<file path="src/rtl/dm_cache_ctrl.sv">
// Direct-mapped cache tag controller: serialises one CPU access at a time through
// tag lookup, hit/miss resolution, refill or write-through, and a full-array flush.
module dm_cache_ctrl #(
  parameter int unsigned ADDR_W = 48,
  parameter int unsigned IDX_W  = 10,
  parameter int unsigned TAG_W  = 36,
  parameter int unsigned CNT_W  = 32
) (
  input  logic              clk,
  input  logic              gen_reset,
  input  logic              cpu_req,
  input  logic              cpu_we,
  input  logic [ADDR_W-1:0] cpu_addr,
  output logic              cpu_ready,
  output logic              cpu_done,
  output logic              cpu_hit,
  input  logic              flush_req,
  output logic              flush_busy,
  output logic              tag_re,
  output logic              tag_we,
  output logic [IDX_W-1:0]  tag_addr,
  output logic [TAG_W:0]    tag_wdata,
  input  logic [TAG_W:0]    tag_rdata,
  output logic              data_we,
  output logic              mem_req,
  output logic              mem_we,
  output logic [ADDR_W-1:0] mem_addr,
  input  logic              mem_ack,
  output logic [CNT_W-1:0]  hit_count,
  output logic [CNT_W-1:0]  miss_count
);

  localparam int unsigned OFF_W = ADDR_W - IDX_W - TAG_W;

  typedef enum logic [2:0] {
    StIdle,
    StLookup,
    StCompare,
    StMem,
    StFill,
    StResp,
    StFlush
  } state_e;

  state_e             state_q, state_d;
  logic [ADDR_W-1:0]  addr_q, addr_d;
  logic               we_q, we_d;
  logic               hit_q, hit_d;
  logic [IDX_W-1:0]   flush_cnt_q, flush_cnt_d;
  logic [CNT_W-1:0]   hit_cnt_q, hit_cnt_d;
  logic [CNT_W-1:0]   miss_cnt_q, miss_cnt_d;

  logic [TAG_W-1:0]   tag_q;
  logic [IDX_W-1:0]   idx_q;
  logic               hit_now;

  assign tag_q   = addr_q[ADDR_W-1 -: TAG_W];
  assign idx_q   = addr_q[OFF_W +: IDX_W];
  assign hit_now = tag_rdata[TAG_W] & (tag_rdata[TAG_W-1:0] == tag_q);

  // State register
  always_ff @(posedge clk or posedge gen_reset) begin
    if (gen_reset) begin
      state_q     <= StIdle;
      addr_q      <= '0;
      we_q        <= 1'b0;
      hit_q       <= 1'b0;
      flush_cnt_q <= '0;
      hit_cnt_q   <= '0;
      miss_cnt_q  <= '0;
    end else begin
      state_q     <= state_d;
      addr_q      <= addr_d;
      we_q        <= we_d;
      hit_q       <= hit_d;
      flush_cnt_q <= flush_cnt_d;
      hit_cnt_q   <= hit_cnt_d;
      miss_cnt_q  <= miss_cnt_d;
    end
  end

  // Next-state and register updates
  always_comb begin
    state_d     = state_q;
    addr_d      = addr_q;
    we_d        = we_q;
    hit_d       = hit_q;
    flush_cnt_d = flush_cnt_q;
    hit_cnt_d   = hit_cnt_q;
    miss_cnt_d  = miss_cnt_q;

    unique case (state_q)
      StIdle: begin
        // Flush has priority; a coincident CPU request is dropped, not latched.
        if (flush_req) begin
          flush_cnt_d = '0;
          state_d     = StFlush;
        end else if (cpu_req) begin
          addr_d  = cpu_addr;
          we_d    = cpu_we;
          state_d = StLookup;
        end
      end
      StLookup: state_d = StCompare;
      StCompare: begin
        hit_d = hit_now;
        if (hit_now) begin
          if (~&hit_cnt_q) hit_cnt_d = hit_cnt_q + CNT_W'(1);
        end else begin
          if (~&miss_cnt_q) miss_cnt_d = miss_cnt_q + CNT_W'(1);
        end
        state_d = (!we_q && hit_now) ? StResp : StMem;
      end
      StMem: begin
        if (mem_ack) state_d = (we_q && !hit_q) ? StResp : StFill;
      end
      StFill: state_d = StResp;
      StResp: state_d = StIdle;
      StFlush: begin
        flush_cnt_d = flush_cnt_q + IDX_W'(1);
        if (&flush_cnt_q) state_d = StIdle;
      end
      default: state_d = StIdle;
    endcase
  end

  // Moore outputs, derived only from registered state
  always_comb begin
    cpu_ready  = 1'b0;
    cpu_done   = 1'b0;
    cpu_hit    = 1'b0;
    flush_busy = 1'b0;
    tag_re     = 1'b0;
    tag_we     = 1'b0;
    tag_addr   = idx_q;
    tag_wdata  = '0;
    data_we    = 1'b0;
    mem_req    = 1'b0;
    mem_we     = 1'b0;
    mem_addr   = '0;

    unique case (state_q)
      StIdle:    cpu_ready = 1'b1;
      StLookup:  tag_re = 1'b1;
      StCompare: ;
      StMem: begin
        mem_req = 1'b1;
        mem_we  = we_q;
        // Line fetches are offset-aligned; write-throughs carry the full byte address.
        mem_addr = we_q ? addr_q : {addr_q[ADDR_W-1:OFF_W], {OFF_W{1'b0}}};
      end
      StFill: begin
        data_we = 1'b1;
        if (!we_q) begin
          tag_we    = 1'b1;
          tag_wdata = {1'b1, tag_q};
        end
      end
      StResp: begin
        cpu_done = 1'b1;
        cpu_hit  = hit_q;
      end
      StFlush: begin
        flush_busy = 1'b1;
        tag_we     = 1'b1;
        tag_addr   = flush_cnt_q;
      end
      default: ;
    endcase
  end

  assign hit_count  = hit_cnt_q;
  assign miss_count = miss_cnt_q;

endmodule
</file>
<file path="config.mk">
export PLATFORM = sky130hd
export DESIGN_NAME = dm_cache_ctrl
export DESIGN_NICKNAME = d
export VERILOG_FILES = /design/src/rtl/dm_cache_ctrl.sv
export SDC_FILE = /design/constraint.sdc
export NUM_CORES = 1
export LEC_CHECK = 0
export CORE_MARGIN = 5
export CORE_UTILIZATION = 41
export CTS_CLUSTER_DIAMETER = 60
export DETAILED_ROUTE_END_ITERATION = 10
export PLACE_DENSITY = 0.78
export SYNTH_ARGS = -nofsm -noshare
export SYNTH_HDL_FRONTEND = slang
export SYNTH_SLANG_ARGS = --single-unit
</file>
<file path="constraint.sdc">
create_clock -name clk -period 4.4 [get_ports clk]
set_input_delay 0.88 -clock clk [delete_from_list [all_inputs] [get_ports clk]]
set_output_delay 0.88 -clock clk [all_outputs]
set_load 0.01 [all_outputs]
</file>
Run 1, cells by drive strength:
Bar = 50 microns.
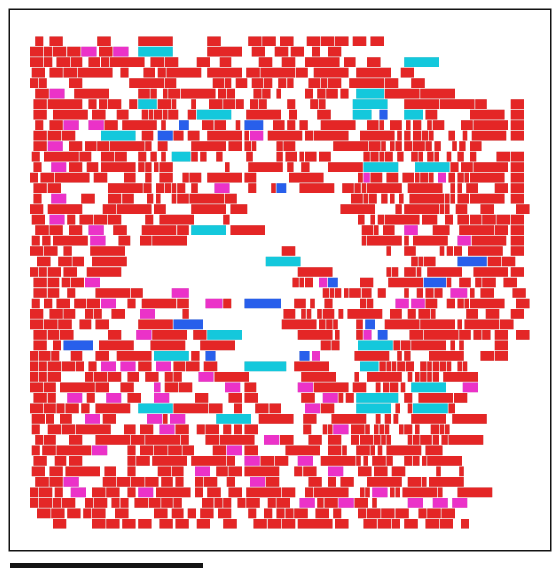
| colour | size | cells | share |
|---|---|---|---|
| cyan | x6 and larger | 25 | 2.6% |
| red | x1 and smaller | 848 | 89% |
| blue | x3 and x4 | 15 | 1.6% |
| magenta | x2 | 64 | 6.7% |
post-layout worst setup margin: 0.8373 ns
post-route standard cell area excluding fillers: 0.01029 sq mm

Run 1, register map, names as in the netlist:
Bar = 50 microns.
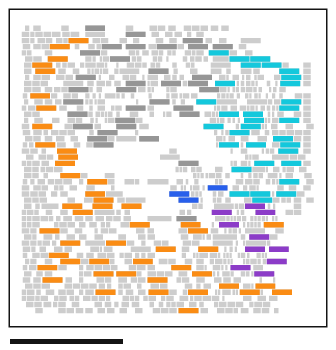
| colour | netlist name | flops |
|---|---|---|
| orange | addr_q | 48 |
| purple | flush_cnt_q | 10 |
| cyan | hit_count | 32 |
| blue | state_q | 3 |
not coloured: 34
Seq area share: 30.89%
final design utilization: 62.05%

Run 1, cells coloured by class:
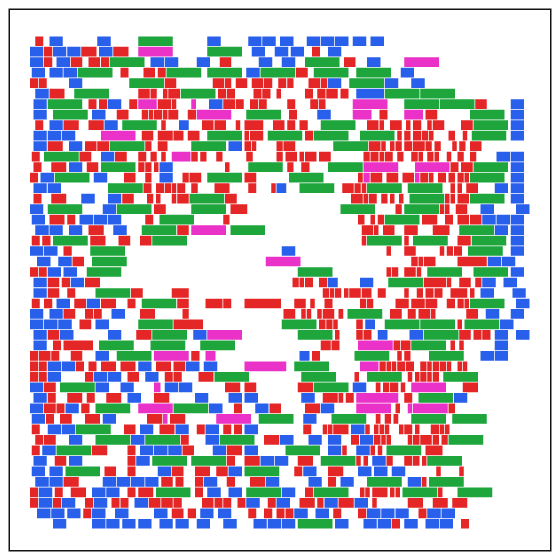
| colour | class | cells | share of their area |
|---|---|---|---|
| blue | remaining buffers and delay cells | 265 | 26% |
| green | registers | 127 | 32% |
| red | remaining logic cells | 529 | 36% |
| magenta | clock drivers and dummy loads | 31 | 5.9% |
area of the core: 0.01658 sq mm
num rows: 47

==> impl_summary.log, run 1 <==
[flow] summary of implementation run
[metrics] setup repair bufs after CTS: 0
[metrics] VDD IR-drop max: 0.2714 mV
[metrics] cell accounting for the most synthesized area: sky130_fd_sc_hd__dfrtp_1
[metrics] Final Hold Violation Tally: 0
[metrics] I/O Pins: approximately 260
[metrics] number of unique standard cell types used by synthesis: 50
[metrics] async set-reset flop share out of synthesis: 100.0%
[metrics] # Max-Cap Violations: 0
[metrics] Mean Syn Cell Area: 10.09 sq um
[metrics] clock-pin slew on the worst setup and hold paths: 0.05 ns
[metrics] register area: 0.003178 sq mm
[metrics] Hold Slack: 0.4908 ns
[metrics] number of search-and-repair iterations in the first detailed-routing pass: 4
[metrics] average vias per placed instance: 5.108
[metrics] number of flops mapped to enable cells by yosys: 0
[metrics] Post-layout nets: 1034
[metrics] total detailed-routing wirelength: 20830 microns
[metrics] hold path depth: 1
[metrics] pin count of the biggest net entering global routing: ~72
[metrics] sequential cell area fraction in the yosys report: between 40 and 50%
[metrics] kind of end point of the critical path: output port
[metrics] number of register bits inferred by synthesis: 127
[metrics] pre-CTS WS: 0.9170 ns
[metrics] yosys synthesis warning count: 0
[metrics] H-tree lvl count: 4
[metrics] fraction of post-synthesis cell area in the top cell type by area: 45.86%
[metrics] power density over the cells: 484.0 mW/mm^2
[metrics] clk root buf: sky130_fd_sc_hd__clkbuf_16
[metrics] number of slew-limit violations in the final report: 0
[metrics] fraction of layout cells with a size suffix above 1: a little over a tenth
[metrics] Post-Synthesis Net Count: 781
[metrics] vias after detailed routing: 5992
[metrics] fp util: around two fifths
[metrics] total power consumption of the routed design: 4980 uW
[metrics] startpoint type of the worst setup path: register
[metrics] gpl congestion: around 0.82
[metrics] initial DRC count: 362
[metrics] shortest period the worst path allows: between 3 and 4 ns
[metrics] mean routed wirelength per cell: roughly 18 microns
[metrics] width of the die: 140.0 microns
[metrics] prevailing post-synth register cell: sky130_fd_sc_hd__dfrtp_1
[metrics] largest cells by area after synthesis: sky130_fd_sc_hd__dfrtp_1, sky130_fd_sc_hd__xnor2_1, sky130_fd_sc_hd__mux2_2
[metrics] layout overhead on the synthesized area: 48.47%
[metrics] placed wire-length estimate: ~16000 microns
[metrics] arrival time of the worst setup path: 2.68 ns
[metrics] DRC errors left: 0
[metrics] tightest slew margin relative to the limit: 36.61%
[metrics] number of warnings in the stage logs: 26
[metrics] Insertion Delay late pin: 0.42 ns
[metrics] cells resized by post-CTS repair: 0
[metrics] largest fanout on the critical path: 22
[metrics] count of cells along the worst register-to-register path: 5
[metrics] Bufs on Longest Clock Path: 2
[metrics] filler cell count in the final layout: 1401
[metrics] maximum operating frequency: 0.2807 GHz
[metrics] area figure in the yosys stat output: approximately 0.007 sq mm
[metrics] most used standard cell by instance count after synthesis: sky130_fd_sc_hd__dfrtp_1
[metrics] crit path kind: register to output port
[metrics] CTS tree: built
[metrics] Worst Path Required: approximately 3.5 ns
[metrics] outcome: completed
[metrics] number of antenna violations at the first check in global routing: 1
[metrics] skew final: 0.008443 ns
[metrics] number of setup violations in the final report: 0
[metrics] area of the mapped netlist: 0.006930 sq mm
## run 1: placed cells by master (no fill, tap or decap), types with 3 or more instances in the layout
cell	n
sky130_fd_sc_hd__clkbuf_1	4
sky130_fd_sc_hd__inv_1	10
sky130_fd_sc_hd__xor2_1	32
sky130_fd_sc_hd__xnor2_1	66
sky130_fd_sc_hd__clkdlybuf4s50_1	258
sky130_fd_sc_hd__o21ai_0	21
sky130_fd_sc_hd__and3_1	23
sky130_fd_sc_hd__nor2_1	39
sky130_fd_sc_hd__clkbuf_16	17
sky130_fd_sc_hd__dfrtp_1	127
sky130_fd_sc_hd__mux2_2	50
sky130_fd_sc_hd__buf_4	6
sky130_fd_sc_hd__clkbuf_8	5
sky130_fd_sc_hd__ha_1	3
sky130_fd_sc_hd__nand3_1	38
sky130_fd_sc_hd__and2_1	86
sky130_fd_sc_hd__nand2_1	66
sky130_fd_sc_hd__nor3_1	18
sky130_fd_sc_hd__nor4_1	3
sky130_fd_sc_hd__nor3_2	4
sky130_fd_sc_hd__nand4_1	29
## run 1: routing by layer
layer / part of all wire [%] / global-route usage (%)
met3: 8.2 / 8.487
met5: 0 / 0
met4: 2.0 / 7.190
met1: 41 / 26.43
met2: 49 / 35.35
## run 1: worst max-delay path: stages (launching register included)
cell                              delay (ns)
sky130_fd_sc_hd__dfrtp_1                0.46
sky130_fd_sc_hd__inv_1                  0.22
sky130_fd_sc_hd__nand3_1                0.10
sky130_fd_sc_hd__buf_4                  0.23
sky130_fd_sc_hd__inv_1                  0.45
sky130_fd_sc_hd__nand2_1                0.14
sky130_fd_sc_hd__nand2_1                0.09
sky130_fd_sc_hd__clkdlybuf4s50_1        0.56
## run 1: where the power goes
group | internal, uW | leakage [uW] | total [uW] | switching (uW)
logic | 1010 | 0.00245 | 1800 | 795
registers | 1450 | 0.00165 | 1780 | 336
clock network | 904 | 0.000286 | 1400 | 491
## run 1: cell type report
cell class              count  area share, %
repair buffers            265          25.73
clock buffers              26          4.949
inverters                  11         0.4256
flip-flops and latches    127          30.89
clock inverters             5         0.7539
well taps                 220          2.675
multi-input cells         518          34.56
diodes                      1        0.02432
## run 1: logic make-up (layout without fill, tap and decap cells)
group                      Yosys count  in the layout  synth area share [%]
other                                0              1                     0
AOI/OAI and AO/OA                   32             32                 2.997
buffers and inverters               42            307                 2.943
xor gates and xnor gates            98             98                 12.38
muxes                               51             51                 8.287
adders and majority gates            3              3                0.5417
and+or+nand+nor                    334            334                 26.99
DFF                                127            127                 45.86
## run 1: path summary, 6_finish.rpt
path,start,to,slack (ns)
min in group asynchronous,gen_reset,miss_count[23],0.99
worst min register to register,hit_count[7],hit_count[7],0.49
worst max register to register,hit_count[8],hit_count[1],1.74
worst min-delay path,hit_count[7],hit_count[7],0.49
max in group asynchronous,gen_reset,addr_q[16],2.56
worst max-delay path,state_q[0],tag_addr[6],0.84
## run 1: per-stage QoR
stage	instance area [sq um]	std cells
global route	10290	1173
CTS	10290	1172
global placement	9701	1141
finish	10290	1173
floorplan	6930	687
detailed placement	9701	1141
## run 1: sequential cells by signal, indices dropped and copies added, names as in the netlist
name / cells
miss_count: 32
hit_q: 1
flush_cnt_q: 10
hit_count: 32
addr_q: 48
we_q: 1
state_q: 3
Run 1, clock routing:
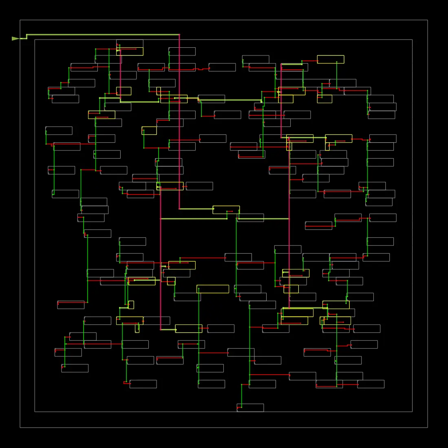

==> run 1 -> run 2 <==
==> constraint.sdc (replaced) <==
create_clock -name clk -period 3.2 [get_ports clk]
set_input_delay 0.64 -clock clk [delete_from_list [all_inputs] [get_ports clk]]
set_output_delay 0.64 -clock clk [all_outputs]
set_load 0.01 [all_outputs]
Run 2, clock routing:
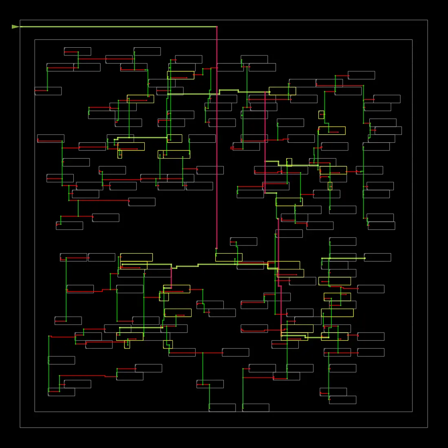
clock buffer instance count of the final layout: 20
number of buffers inserted during clock tree synthesis: 17
skew final: 0.01202 ns
reported clock group power: 2110 uW
sequential cell count: 127

Run 2, cells by drive strength:
Bar = 50 microns.
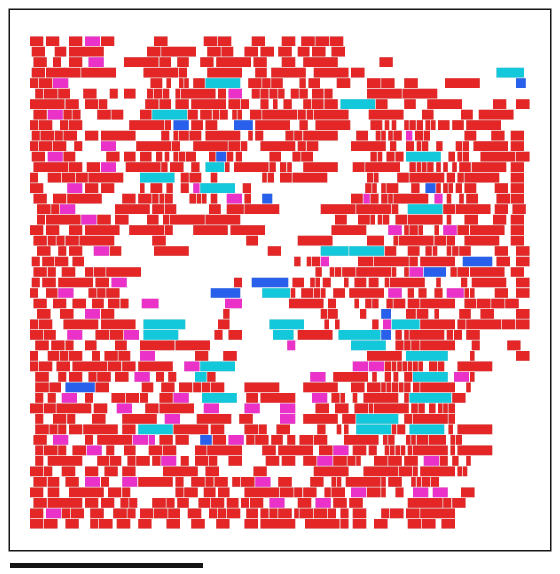
| colour | size | cells | share |
|---|---|---|---|
| cyan | x6 and larger | 29 | 3.0% |
| red | x1 and smaller | 845 | 89% |
| magenta | x2 | 66 | 6.9% |
| blue | x3 and x4 | 14 | 1.5% |
post-layout worst setup margin: 0.2082 ns
Buffers excl. clock: 267
post-route standard cell area excluding fillers: 0.01040 sq mm

==> run 2 against run 1 <==
Effect of this change: flip-flop count stayed put; largest cell class unchanged; via count up 0.70%; die area is the same; clock power rose by 51%; highest routed layer unchanged; non-clock buffer count increased by 2; sequential share of layout area is 0.33 points lower; synthesized area unchanged; critical path depth fell by 1; design area increased by 1.1%.
==> impl_summary.log, run 2 <==
[flow] summary of implementation run
[metrics] outcome: completed (unchanged)
[metrics] Post-layout nets: 1036 (was 1034)
[metrics] average vias per placed instance: 5.135 (was 5.108)
[metrics] num rows: 47 (unchanged)
[metrics] # Max-Cap Violations: 0 (unchanged)
[metrics] VDD IR-drop max: 0.5361 mV (was 0.2714 mV)
[metrics] yosys synthesis warning count: 0 (unchanged)
[metrics] largest reg by FF count: addr_q (unchanged)
[metrics] number of search-and-repair iterations in the first detailed-routing pass: 4 (unchanged)
[metrics] number of flops mapped to enable cells by yosys: 0 (unchanged)
[metrics] most frequent cells in the layout: sky130_fd_sc_hd__clkdlybuf4s50_1, sky130_fd_sc_hd__dfrtp_1, sky130_fd_sc_hd__and2_1 (unchanged)
[metrics] Worst Setup EP: tag_wdata[9] (was tag_addr[6])
[metrics] area of the mapped netlist: 0.006930 sq mm (unchanged)
[metrics] number of warnings in the stage logs: 28 (was 26)
[metrics] gpl congestion: 0.8391 (was 0.8234)
[metrics] I/O Pins: 259 (unchanged)
[metrics] DRC errors left: 0 (unchanged)
[metrics] final design utilization: 62.73% (was 62.05%)
[metrics] tightest slew margin relative to the limit: 51.21% (was 36.61%)
[metrics] Placed Instance Area: 0.009754 sq mm (was 0.009701 sq mm)
[metrics] fraction of layout cells with a size suffix above 1: 11.43% (was 10.92%)
[metrics] vias after detailed routing: 6034 (was 5992)
[metrics] kind of end point of the critical path: output port (unchanged)
[metrics] launch point of the critical path: state_q[1] (was state_q[0])
[metrics] width of the die: 140.0 microns (unchanged)
[metrics] fp util: 41.79% (unchanged)
[metrics] most common logic cell in the routed design: sky130_fd_sc_hd__clkdlybuf4s50_1 (unchanged)
[metrics] total detailed-routing wirelength: 21220 microns (was 20830 microns)
[metrics] largest cells by area after synthesis: sky130_fd_sc_hd__dfrtp_1, sky130_fd_sc_hd__xnor2_1, sky130_fd_sc_hd__mux2_2 (unchanged)
[metrics] number of nets with antenna violations after detailed routing: 0 (unchanged)
[metrics] largest fanout on the critical path: 37 (was 22)
[metrics] ys cells: 687 (unchanged)
[metrics] number of slew-limit violations in the final report: 0 (unchanged)
[metrics] Hold Slack: 0.4940 ns (was 0.4908 ns)
[metrics] Worst Path Required: 2.56 ns (was 3.52 ns)
[metrics] H-tree lvl count: 4 (unchanged)
[metrics] total routing resource utilization after global routing: 21.91% (was 21.68%)
[metrics] hold path depth: 1 (unchanged)
[metrics] placed wire-length estimate: 15650 microns (was 15770 microns)
[metrics] R2R Path Start: state_q[1] (was hit_count[8])
[metrics] pin count of the biggest net entering global routing: 128 (was 72)
[metrics] count of cells along the worst register-to-register path: 7 (was 5)
[metrics] number of antenna violations at the first check in global routing: 1 (unchanged)
[metrics] Insertion Delay late pin: 0.42 ns (about the same)
[metrics] arrival time of the worst setup path: 2.35 ns (was 2.68 ns)
[metrics] power density over the cells: 680.1 mW/mm^2 (was 484.0 mW/mm^2)
[metrics] mean routed wirelength per cell: 18.06 microns (was 17.76 microns)
[metrics] clk root buf: sky130_fd_sc_hd__clkbuf_16 (unchanged)
[metrics] most instantiated cells after synthesis: sky130_fd_sc_hd__dfrtp_1, sky130_fd_sc_hd__and2_1, sky130_fd_sc_hd__nand2_1 (unchanged)
[metrics] sequential cell area fraction in the yosys report: 45.86% (unchanged)
[metrics] initial DRC count: 432 (was 362)
[metrics] area figure in the yosys stat output: 0.006930 sq mm (unchanged)
[metrics] Mean Syn Cell Area: 10.09 sq um (unchanged)
[metrics] detailed-routing wirelength on met1: 8628 microns (was 8506 microns)
[metrics] vias in the first global route: 6240 (was 6250)
[metrics] clock-pin slew on the worst setup and hold paths: 0.06 ns (was 0.05 ns)
[metrics] FF-to-FF End: miss_count[13] (was hit_count[1])
[metrics] Post-Synthesis Net Count: 781 (unchanged)
[metrics] max FFs per register: 48 (unchanged)
[metrics] classification of the worst-slack hold path: register to register (unchanged)
[metrics] shortest period the worst path allows: 2.992 ns
[metrics] CTS tree: built (unchanged)
[metrics] setup repair bufs after CTS: 0 (unchanged)
[metrics] most used standard cell by instance count after synthesis: sky130_fd_sc_hd__dfrtp_1 (unchanged)
[metrics] area of the core: 0.01658 sq mm (unchanged)
[metrics] cell accounting for the most synthesized area: sky130_fd_sc_hd__dfrtp_1 (unchanged)
[metrics] crit path kind: register to output port (unchanged)
[metrics] register-to-register setup slack: 0.77 ns (was 1.74 ns)
[metrics] prevailing post-synth register cell: sky130_fd_sc_hd__dfrtp_1 (unchanged)
[metrics] number of setup violations in the final report: 0 (unchanged)
[metrics] fraction of post-synthesis cell area in the top cell type by area: 45.86% (unchanged)
[metrics] Final Hold Violation Tally: 0 (unchanged)
[metrics] number of unique standard cell types used by synthesis: 50 (unchanged)
[metrics] Bufs on Longest Clock Path: 2 (unchanged)
[metrics] Final Cycle Share: between 90% and 100%
[metrics] filler cell count in the final layout: 1377 (was 1401)
[metrics] Routed met2 length: 10420 microns (was 10210 microns)
[metrics] top layer reached by signal wires: met4 (unchanged)
[metrics] overflow left after global routing: 0 (unchanged)
[metrics] routed length on met3: 1640 microns (was 1707 microns)
[metrics] startpoint type of the worst setup path: register (unchanged)
[metrics] maximum operating frequency: 0.3342 GHz
[metrics] async set-reset flop share out of synthesis: 100.0% (unchanged)
[metrics] layout overhead on the synthesized area: 50.10% (was 48.47%)
[metrics] number of register bits inferred by synthesis: 127 (unchanged)
## run 2: how the worst min path moves through the flow
stage	slack [ns]	to	start
floorplan	0.46	hit_q	hit_q
global placement	0.48	addr_q[1]	addr_q[1]
detailed placement	0.49	miss_count[26]	miss_count[26]
CTS	0.50	miss_count[26]	miss_count[26]
global route	0.51	miss_count[26]	miss_count[26]
finish	0.49	miss_count[26]	miss_count[26]
## run 2: routing by layer
layer  GRT usage, %  up-vias
li1               -     2848
met1          26.92     2938
met2          35.83      220
met3          7.839       28
met4          7.598        0
met5              0        -
## run 2: power breakdown
| part | switching, uW | internal (uW) |
|---|---|---|
| registers | 456 | 1990 |
| logic | 1110 | 1410 |
| clock network | 711 | 1400 |
## run 2: cell families after synthesis
logic type	count (synthesis)	synth area share, %
simple gates	334	26.99
flops	127	45.86
xor+xnor	98	12.38
mux	51	8.287
buf+inv	42	2.943
compound gates	32	2.997
fa+ha+maj	3	0.5417
## run 2: layout make-up
cell class / instances / area, sq um / share of cell area [%]
multi-input combinational: 518 / 3556 / 34.18
sequential: 127 / 3178 / 30.55
timing repair buffer: 267 / 2708 / 26.03
clock buffer: 20 / 446.7 / 4.294
tap: 220 / 275.3 / 2.646
clock inverter: 11 / 187.7 / 1.804
inverter: 11 / 48.80 / 0.4691
antenna: 1 / 2.502 / 0.02406
## run 2: through the flow
step | power [uW] | setup WS [ns] | cells
after floorplan | 3692 | 0.8861 | 687
after global placement | 4968 | 0.2358 | 1143
after detailed placement | 5011 | 0.1965 | 1143
after global routing | 7476 | 0.01267 | 1175
final | 7075 | 0.2082 | 1175
after CTS | 7151 | 0.05187 | 1174
## run 2: worst max-delay path, stage by stage, from the launching register on
cell                              delay, ns
sky130_fd_sc_hd__dfrtp_1               0.49
sky130_fd_sc_hd__nor2_1                0.16
sky130_fd_sc_hd__nand2_1               0.15
sky130_fd_sc_hd__nor2_2                0.16
sky130_fd_sc_hd__buf_8                 0.22
sky130_fd_sc_hd__and2_1                0.16
sky130_fd_sc_hd__clkdlybuf4s50_1       0.58
## run 2: what timing repair did
action | CTS | global route
gates resized | 0 | 3
endpoints found under the setup margin | 0 | 47
hold buffers | 0 | 0
Power figures rest on the tool's default switching activity, not on a simulated workload.
